==> config.mk <==
export PLATFORM = sky130hd
export DESIGN_NAME = grc_word_packer
export DESIGN_NICKNAME = d
export VERILOG_FILES = /design/src/rtl/grc_word_packer_pkg.sv /design/src/rtl/grc_word_packer.sv
export SDC_FILE = /design/constraint.sdc
export NUM_CORES = 1
export LEC_CHECK = 0
export ABC_AREA = 1
export CAP_MARGIN = 20
export CORE_MARGIN = 2
export CORE_UTILIZATION = 42
export DETAILED_ROUTE_END_ITERATION = 10
export PLACE_DENSITY = 0.64
export SLEW_MARGIN = 15
export SYNTH_ARGS = -nofsm -noshare
export SYNTH_HDL_FRONTEND = slang
export SYNTH_SLANG_ARGS = --single-unit
==> constraint.sdc <==
create_clock -name clk -period 4.3 [get_ports clk]
set_input_delay 0.86 -clock clk [delete_from_list [all_inputs] [get_ports clk]]
set_output_delay 0.86 -clock clk [all_outputs]
set_load 0.05 [all_outputs]
Cell placement:
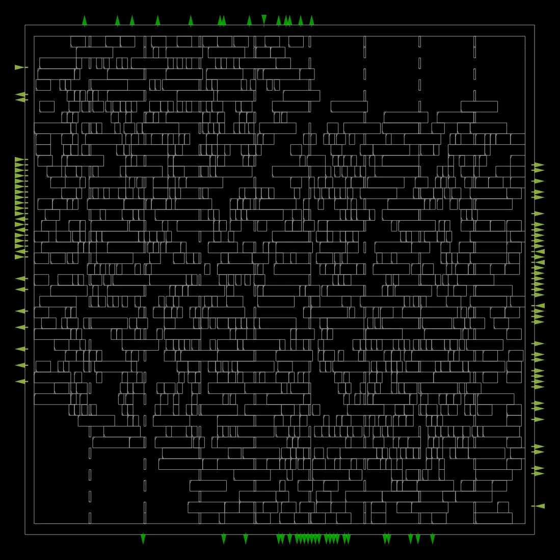
row count: 45
Tapcell Cnt: 188
Non-Filler Instances: 1,118
sequential share of cell area: 0.378
Core Util, Final: 0.548

Selected gate families:
Scale: 4 px per um.
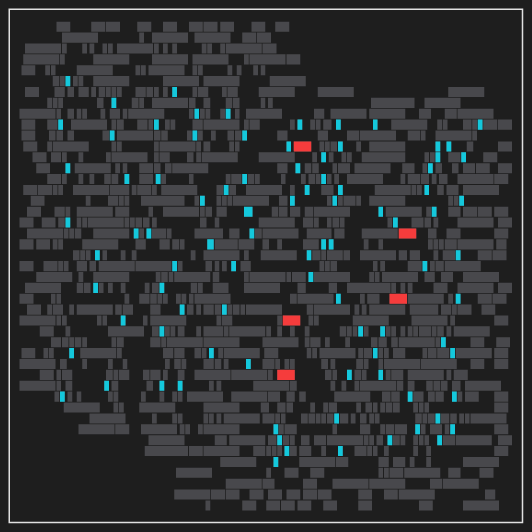
[red] adder and majority cells | cells: 5 | most used: ha_1 | where: centre
[cyan] inverters | cells: 89 | most used: inv_1
most frequent logic cell in the layout: nand2_1
logic share of the area: 0.339

Port wiring:
Scale: 2 px per um.
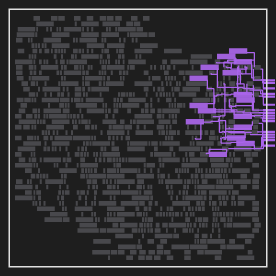
[purple] pkt_count | bits: 16 | direction: output | end cells: 16 | buffers: 16 | wire: 570 um
Port Buf Inserts: 104
io pins: 106

==> ci_impl_report.md <==
### Flow metrics

| Metric | Value |
|---|---|
| Met2 Wirelength | 7100 um |
| Post-DP Area | 7620 um2 |
| Cycle use final | 0.762 |
| Yosys-reported design area after synthesis | 6450 um2 |
| Required time of the critical path | 4590 ps |
| Seq pwr | 1.63 mW |
| Simple-gate share of the synthesized area | 0.298 |
| Core area | 15,100 um2 |
| RSZ-0062 raised after global routing | no |
| Vias in the first global route | 5,203 |
| Ant diodes | 0 |
| Syn. warnings | 1 |
| Clk power | 1.58 mW |
| Post-CTS Hold Buffers | 0 |
| Critical Path AT | 3570 ps |
| Chip area | 16,400 um2 |
| Die Wd | 128 um |
| Dominant flop cell | dfrtp_1 |
| Met3 Usage GRT | 0.0463 |
| Post-DP HPWL | 10,700 um |
| P_int | 3.04 mW |
| Final Critical Period | 3280 ps |
| Clk_lat worst skew | 420 ps |
| Top cells excl fill/tap | 301 x nand2_1, 125 x dfrtp_1, 102 x clkdlybuf4s50_1 |
| Non-clock buffers, area share | 0.135 |
| Max power group | combinational logic |
| Total gr overflow | 0 |
| Sequential Power Share | 0.335 |
| Final Skew | 9.59 ps |
| Main logic family after synthesis | simple AND/OR/NAND/NOR gates |
| Critical path class | in -> reg |
| H-tree depth | 4 |
| Setup WS pre-CTS | 725 ps |
| Top-area cell type share of the netlist area | 0.485 |
| Met1 global-route usage | 0.291 |
| Tot Pwr | 4.87 mW |
| Max-area cell class | flip-flops and latches |
| Slew at the pin with the worst max-slew slack | 917 ps |
| Clock Path Buffers | 2 |
| Lkg Pwr | 4.18 nW |
| HP Class | reg -> reg |
| Top delay family on crit path | buffers and inverters |
| Initial drt markers | 456 |
| Detail Route Antenna Nets | 0 |
| Nets@finish | 944 |
| Crit. End Element | flop |
| Comb power frac | 0.341 |
| Area Growth Syn to Fin | 28.2% |
| Routed wire length | 15,600 um |
| Post-CTS Setup Repair Bufs | 0 |
| Post-route cell area | 8270 um2 |
| GRT Util Overall | 0.205 |
| Clock Tree Root | clkbuf_16 |
| Register area share after synthesis | 0.485 |
| Status | complete, no violations |
| Async SR Flop Fraction | 1.00 |
| Clk sinks | 125 |
| Drt pass-1 iters | 5 |
| Sw frac | 0.376 |
| Final slew viol count | 0 |
| Fillers | 1,393 |
| Most common cell in the netlist | nand2_1 |
| DRT met1 WL | 7580 um |
| Remaining DRCs | 0 |
| Num CTS Buffers | 17 |
| Critical path buffers and inverters | 3 |
| Tool Warnings | 26 |
| EDFF count, synth | 0 |
| Yosys cell types | 35 |
| Worst setup margin | 1020 ps |
| Global-route wire length before repair | 26,300 um |
| Clk cell area share | 0.0786 |
| Post-Synthesis Cells | 821 |
| Multiplexer share | 0 |
| Crit path cell chain | clkdlybuf4s50_1, nand2_2, nor2_4, nand3_4, inv_4, o21ai_4, nand2_4, clkinv_2, nand3_1, nand2_1 |
| Hold WS | 480 ps |
| Hold Path Stages | 2 |
| R2r setup slk | 1550 ps |
| Syn Area/Cell | 7.86 um2 |
| Net Switching | 1.83 mW |
| Wirelength per Cell | 14.0 um |
| Layer with the highest usage | met2 |
| Met2 Track Usage GR | 0.311 |
| Number of max-cap violations | 0 |
| Via density | 5.05 |
| Largest net degree at the start of global routing | 70 |
| Mapped Area | 6450 um2 |
| VDD IR-drop max | 0.000314 V |
| Fmax | 305 MHz |
| Vias | 5,646 |
| Die Height | 128 um |
| CP max FO | 66 |
| AO/OA Area Share | 0.0750 |
| Clock Pin Slew Worst Setup and Hold Paths | 50 ps |
| Flop count | 125 |
| Syn nets | 848 |
| Biggest area cells | dfrtp_1 48%, nand2_1 18%, inv_1 5.0%, nand3_1 4.5%, o211ai_1 3.7% |
| PD cells | 589 nW/um2 |
| RePlAce Congestion | 0.838 |
| Dpl cells | 1,086 |
| Post-synth top cells | 301 x nand2_1, 125 x dfrtp_1, 86 x inv_1 |
| Setup TNS | 0 ps |
| Final hold viol count | 0 |
| Power consumed by combinational cells | 1.66 mW |
| Cell taking the most area after synthesis | dfrtp_1 |
| Logic area | 2810 um2 |
| Area fraction in xor and xnor cells | 0.0502 |
| Post_cts resized | 0 |
| Finish-stage setup viols | 0 |
| Pre-Place Util | 0.428 |
| Startpoint Class | input pin |
| Non-clk invs | 89 |
| Max incr delay on CP | 720 ps |
| Slew Limit Headroom | 0.388 |
| Flops after synth | 125 |
| Buffers, non-clock | 111 |
| WL met3 | 761 um |
| R2R depth | 10 |
| Clock buffer count | 22 |
| Synthesized-area fraction occupied by adder cells | 0.00970 |
| Comb_multi_in | 573 |
| Clk pwr share | 0.324 |
| DR top layer | met4 |
| Crit. path cell count | 10 |
| # Cells Yosys | 821 |
No activity file was given, so power comes from the tool's default toggle rates.
